==> src/rtl/poly_store_arbiter.sv <==
// Round-robin arbiter for two requesters sharing one polynomial store.
// Sequences a whole-polynomial write or read per grant; strobes decode from registered state only.
module poly_store_arbiter #(
  parameter int N    = 8,
  parameter int logN = 3,
  parameter int b    = 5
) (
  input  logic         clk,
  input  logic         reset,
  input  logic [1:0]   req,
  input  logic [1:0]   op,
  input  logic [b-1:0] wr_data0,
  input  logic [b-1:0] wr_data1,
  output logic [1:0]   gnt,
  output logic         wr_pull,
  output logic         rd_valid,
  output logic [b-1:0] rd_data,
  output logic [1:0]   done,
  output logic [1:0]   err,
  output logic         busy,
  output logic         ps_reset,
  output logic         ps_WRITE,
  output logic         ps_data_in_ready,
  output logic         ps_READ,
  output logic [b-1:0] ps_data_in,
  input  logic [b-1:0] ps_data_out,
  input  logic         ps_data_out_ready
);

  typedef enum logic [1:0] {IDLE, ISSUE, XFER, DONE} state_t;

  localparam logic [logN:0] CNT_LAST = (logN+1)'(N);

  state_t        state_reg, state_next;
  logic [logN:0] cnt_reg, cnt_next;
  logic          ptr_reg, ptr_next;
  logic [1:0]    gnt_reg, gnt_next;
  logic          op_reg, op_next;
  logic [1:0]    err_reg, err_next;
  logic [1:0]    rst_sync_reg;
  logic          win;
  logic [b-1:0]  wr_data [2];
  logic [b-1:0]  din_term [2];

  // Pointer holder wins if it is requesting, otherwise the other requester.
  assign win = req[ptr_reg] ? ptr_reg : ~ptr_reg;

  always_ff @(posedge clk or negedge reset) begin
    if (!reset) begin
      state_reg <= IDLE;
      cnt_reg   <= '0;
      ptr_reg   <= 1'b0;
      gnt_reg   <= '0;
      op_reg    <= 1'b0;
      err_reg   <= '0;
    end else begin
      state_reg <= state_next;
      cnt_reg   <= cnt_next;
      ptr_reg   <= ptr_next;
      gnt_reg   <= gnt_next;
      op_reg    <= op_next;
      err_reg   <= err_next;
    end
  end

  always_comb begin
    state_next = state_reg;
    cnt_next   = cnt_reg;
    ptr_next   = ptr_reg;
    gnt_next   = gnt_reg;
    op_next    = op_reg;
    err_next   = '0;
    case (state_reg)
      IDLE: begin
        if (|req) begin
          if (!op[win] && !ps_data_out_ready) begin
            err_next = win ? 2'b10 : 2'b01;
            ptr_next = ~win;
          end else begin
            gnt_next   = win ? 2'b10 : 2'b01;
            op_next    = op[win];
            cnt_next   = '0;
            state_next = ISSUE;
          end
        end
      end
      ISSUE: state_next = XFER;
      XFER: begin
        if (cnt_reg == CNT_LAST) state_next = DONE;
        else                     cnt_next   = cnt_reg + 1'b1;
      end
      DONE: begin
        gnt_next   = '0;
        ptr_next   = gnt_reg[0];
        state_next = IDLE;
      end
      default: state_next = IDLE;
    endcase
  end

  // Reset release is delayed two edges so the store sees a clean synchronous reset.
  always_ff @(posedge clk or negedge reset) begin
    if (!reset) rst_sync_reg <= 2'b11;
    else        rst_sync_reg <= {rst_sync_reg[0], 1'b0};
  end

  assign wr_data[0] = wr_data0;
  assign wr_data[1] = wr_data1;

  generate
    for (genvar gi = 0; gi < 2; gi++) begin : g_req
      assign done[gi]     = (state_reg == DONE) && gnt_reg[gi];
      assign din_term[gi] = gnt_reg[gi] ? wr_data[gi] : '0;
    end
  endgenerate

  assign ps_data_in       = din_term[0] | din_term[1];
  assign ps_WRITE         = (state_reg == ISSUE) && op_reg;
  assign ps_data_in_ready = (state_reg == ISSUE) && op_reg;
  assign ps_READ          = (state_reg == ISSUE) && !op_reg;
  assign wr_pull          = (state_reg == XFER) && op_reg && (cnt_reg != CNT_LAST);
  assign rd_valid         = (state_reg == XFER) && !op_reg && (cnt_reg != '0);
  assign busy             = (state_reg != IDLE);
  assign gnt              = gnt_reg;
  assign err              = err_reg;
  assign rd_data          = ps_data_out;
  assign ps_reset         = rst_sync_reg[1];

endmodule

==> config.mk <==
export PLATFORM = sky130hd
export DESIGN_NAME = poly_store_arbiter
export DESIGN_NICKNAME = d
export VERILOG_FILES = /design/src/rtl/poly_store_arbiter.sv
export SDC_FILE = /design/constraint.sdc
export NUM_CORES = 1
export LEC_CHECK = 0
export CAP_MARGIN = 20
export CORE_ASPECT_RATIO = 0.8
export CORE_MARGIN = 5
export CORE_UTILIZATION = 42
export CTS_CLUSTER_SIZE = 14
export DETAILED_ROUTE_END_ITERATION = 10
export HOLD_SLACK_MARGIN = 0.08
export PLACE_DENSITY = 0.77
export SLEW_MARGIN = 5
export SYNTH_ARGS = -nofsm -noshare
export SYNTH_HDL_FRONTEND = slang
export SYNTH_SLANG_ARGS = --single-unit
==> constraint.sdc <==
create_clock -name clk -period 1.75 [get_ports clk]
set_input_delay 0.175 -clock clk [delete_from_list [all_inputs] [get_ports clk]]
set_output_delay 0.175 -clock clk [all_outputs]
set_load 0.005 [all_outputs]
Figure 1. Cells coloured by class.
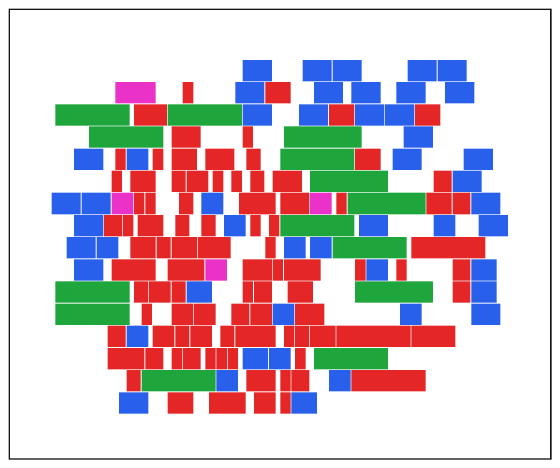
Key: blue = other buffers and delay cells [cells 48]; green = flops [cells 14]; magenta = clock drivers and dummy loads [cells 4]; red = combinational and other logic [cells 92]
sequential portion of the cell area: 22.8%
count of standard-cell rows: 16
Floorplan Core Area: 2440 um2

Figure 2. Cell sizes after repair.
Scale bar: 20 um.
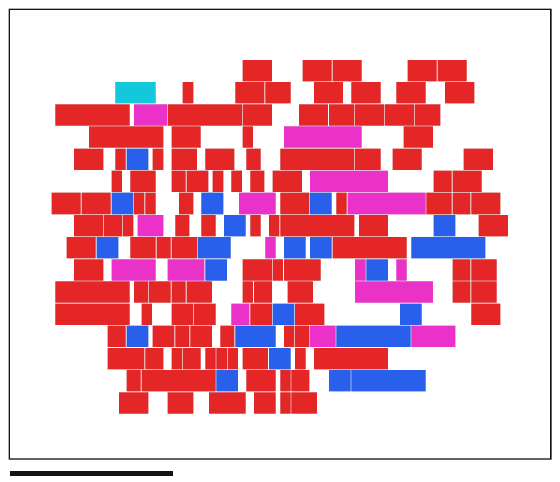
Key: cyan = _6 and larger [cells 1, share 0.63%]; magenta = _2 cells [cells 15, share 9.5%]; red = _0 and _1 cells [cells 120, share 76%]; blue = _3 and _4 cells [cells 22, share 14%]
layout-stage area growth over the synthesis result: 46.4%
Final Worst Setup Slack: 0.0904 ns
final non-filler cell area: 1560 um2
Plain + repair buffers: 48

Figure 3. The clock network.
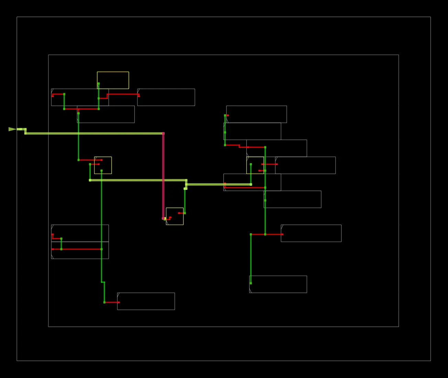
number of buffers added by the clock tree synthesis step: 3
Clock buffer cells: 4
clock latency on the worst-skew pair: 0.29 ns

==> run notes <==
Flow results follow.

In the final timing run, aggregate negative setup slack is 0 ns. Counting I/O delays and the setup requirement, the final critical path takes 1.66 ns. Per the OpenROAD power report, leakage power amounts to 0.682 nW. The number of synthesized register bits is 14. The number of setup buffers added after CTS is 3. Non-clock buffers make up 28.2% of the layout cell area. Per the synthesis report, the XOR/XNOR share of the synthesized area is 0%. The remaining global-route overflow is 0.

The height of the chip is 55.0 um. The design draws 2.24 mW. Across all hold checks on the routed design, the worst slack comes to 0.274 ns. The largest net degree at the start of global routing is 15. The final number of setup-violating endpoints is 0.

The routed wirelength on the met1 layer is recorded as 1230 um. The timing report notes that buffer and inverter cells on the critical path total 3. Per STA, the worst path is made up of inv_2 -> buf_4 -> ha_2 -> and2_1 -> dlygate4sd2_1. For this design the top-level I/O count stands at 45. The longest individual stage delay on the worst path is 0.43 ns.

Ranked by instance count, the synthesized netlist is headed by 14 x sky130_fd_sc_hd__inv_1, 12 x sky130_fd_sc_hd__dfrtp_1, 7 x sky130_fd_sc_hd__ha_1, 7 x sky130_fd_sc_hd__nand2_1, 6 x sky130_fd_sc_hd__buf_4. The synthesized area per cell is 9.18 um2. The cell type that accounts for the most area after synthesis is sky130_fd_sc_hd__dfrtp_1. Summing every instance area after synthesis gives 1060 um2. The critical-path cell with the highest stage delay is sky130_fd_sc_hd__dfrtp_1.

The critical path depth is 5. The flow ran to the end, and the final reports show no timing, DRC or antenna violations. The worst setup path is launched from a flop. The well tap count is 36. The peak-usage layer in the global routing report is met2.

The critical register-to-register path startpoint is state_reg[1]. The HPWL after detailed placement is 2280 um. The count of TritonRoute iterations in the first routing pass is 4.

The area of all sequential standard cells is 355 um2. The number of slew-limit violations in the final report is 0. The setup clock skew after layout is 0.00772 ns.
==> power breakdown <==
part	internal [mW]	switching (mW)	total [mW]
Combinational	0.759	0.650	1.41
Sequential	0.446	0.150	0.596
Clock	0.127	0.108	0.235
Total	1.33	0.909	2.24
==> layout by cell type (no fill, tap or decap), types with 2 or more instances in the layout <==
cell type,instances
sky130_fd_sc_hd__a21oi_1,3
sky130_fd_sc_hd__inv_2,3
sky130_fd_sc_hd__o311a_1,2
sky130_fd_sc_hd__a22o_1,5
sky130_fd_sc_hd__and2_1,4
sky130_fd_sc_hd__dfrtp_1,10
sky130_fd_sc_hd__nand2b_1,2
sky130_fd_sc_hd__dlygate4sd2_1,5
sky130_fd_sc_hd__o221ai_1,2
sky130_fd_sc_hd__nor3_1,2
sky130_fd_sc_hd__dfrtp_2,2
sky130_fd_sc_hd__inv_1,11
sky130_fd_sc_hd__clkbuf_4,3
sky130_fd_sc_hd__o21a_1,2
sky130_fd_sc_hd__nor2b_1,3
sky130_fd_sc_hd__buf_4,14
sky130_fd_sc_hd__ha_1,3
sky130_fd_sc_hd__a32o_1,2
sky130_fd_sc_hd__clkdlybuf4s50_1,28
sky130_fd_sc_hd__o211ai_1,2
sky130_fd_sc_hd__nand2_1,7
sky130_fd_sc_hd__ha_4,3
sky130_fd_sc_hd__o31ai_1,3
sky130_fd_sc_hd__o21ai_0,5
sky130_fd_sc_hd__nand3_1,2
sky130_fd_sc_hd__dfstp_2,2
sky130_fd_sc_hd__nor2_1,5
==> worst max path at each step <==
stage                       startpoint    endpoint
after floorplan           state_reg[0]  cnt_reg[0]
after global placement          req[0]  cnt_reg[3]
after detailed placement        req[0]  cnt_reg[3]
after CTS                 state_reg[0]     done[1]
after global routing      state_reg[1]     done[1]
final                     state_reg[1]    ps_WRITE
No activity file was given, so power comes from the tool's default toggle rates.
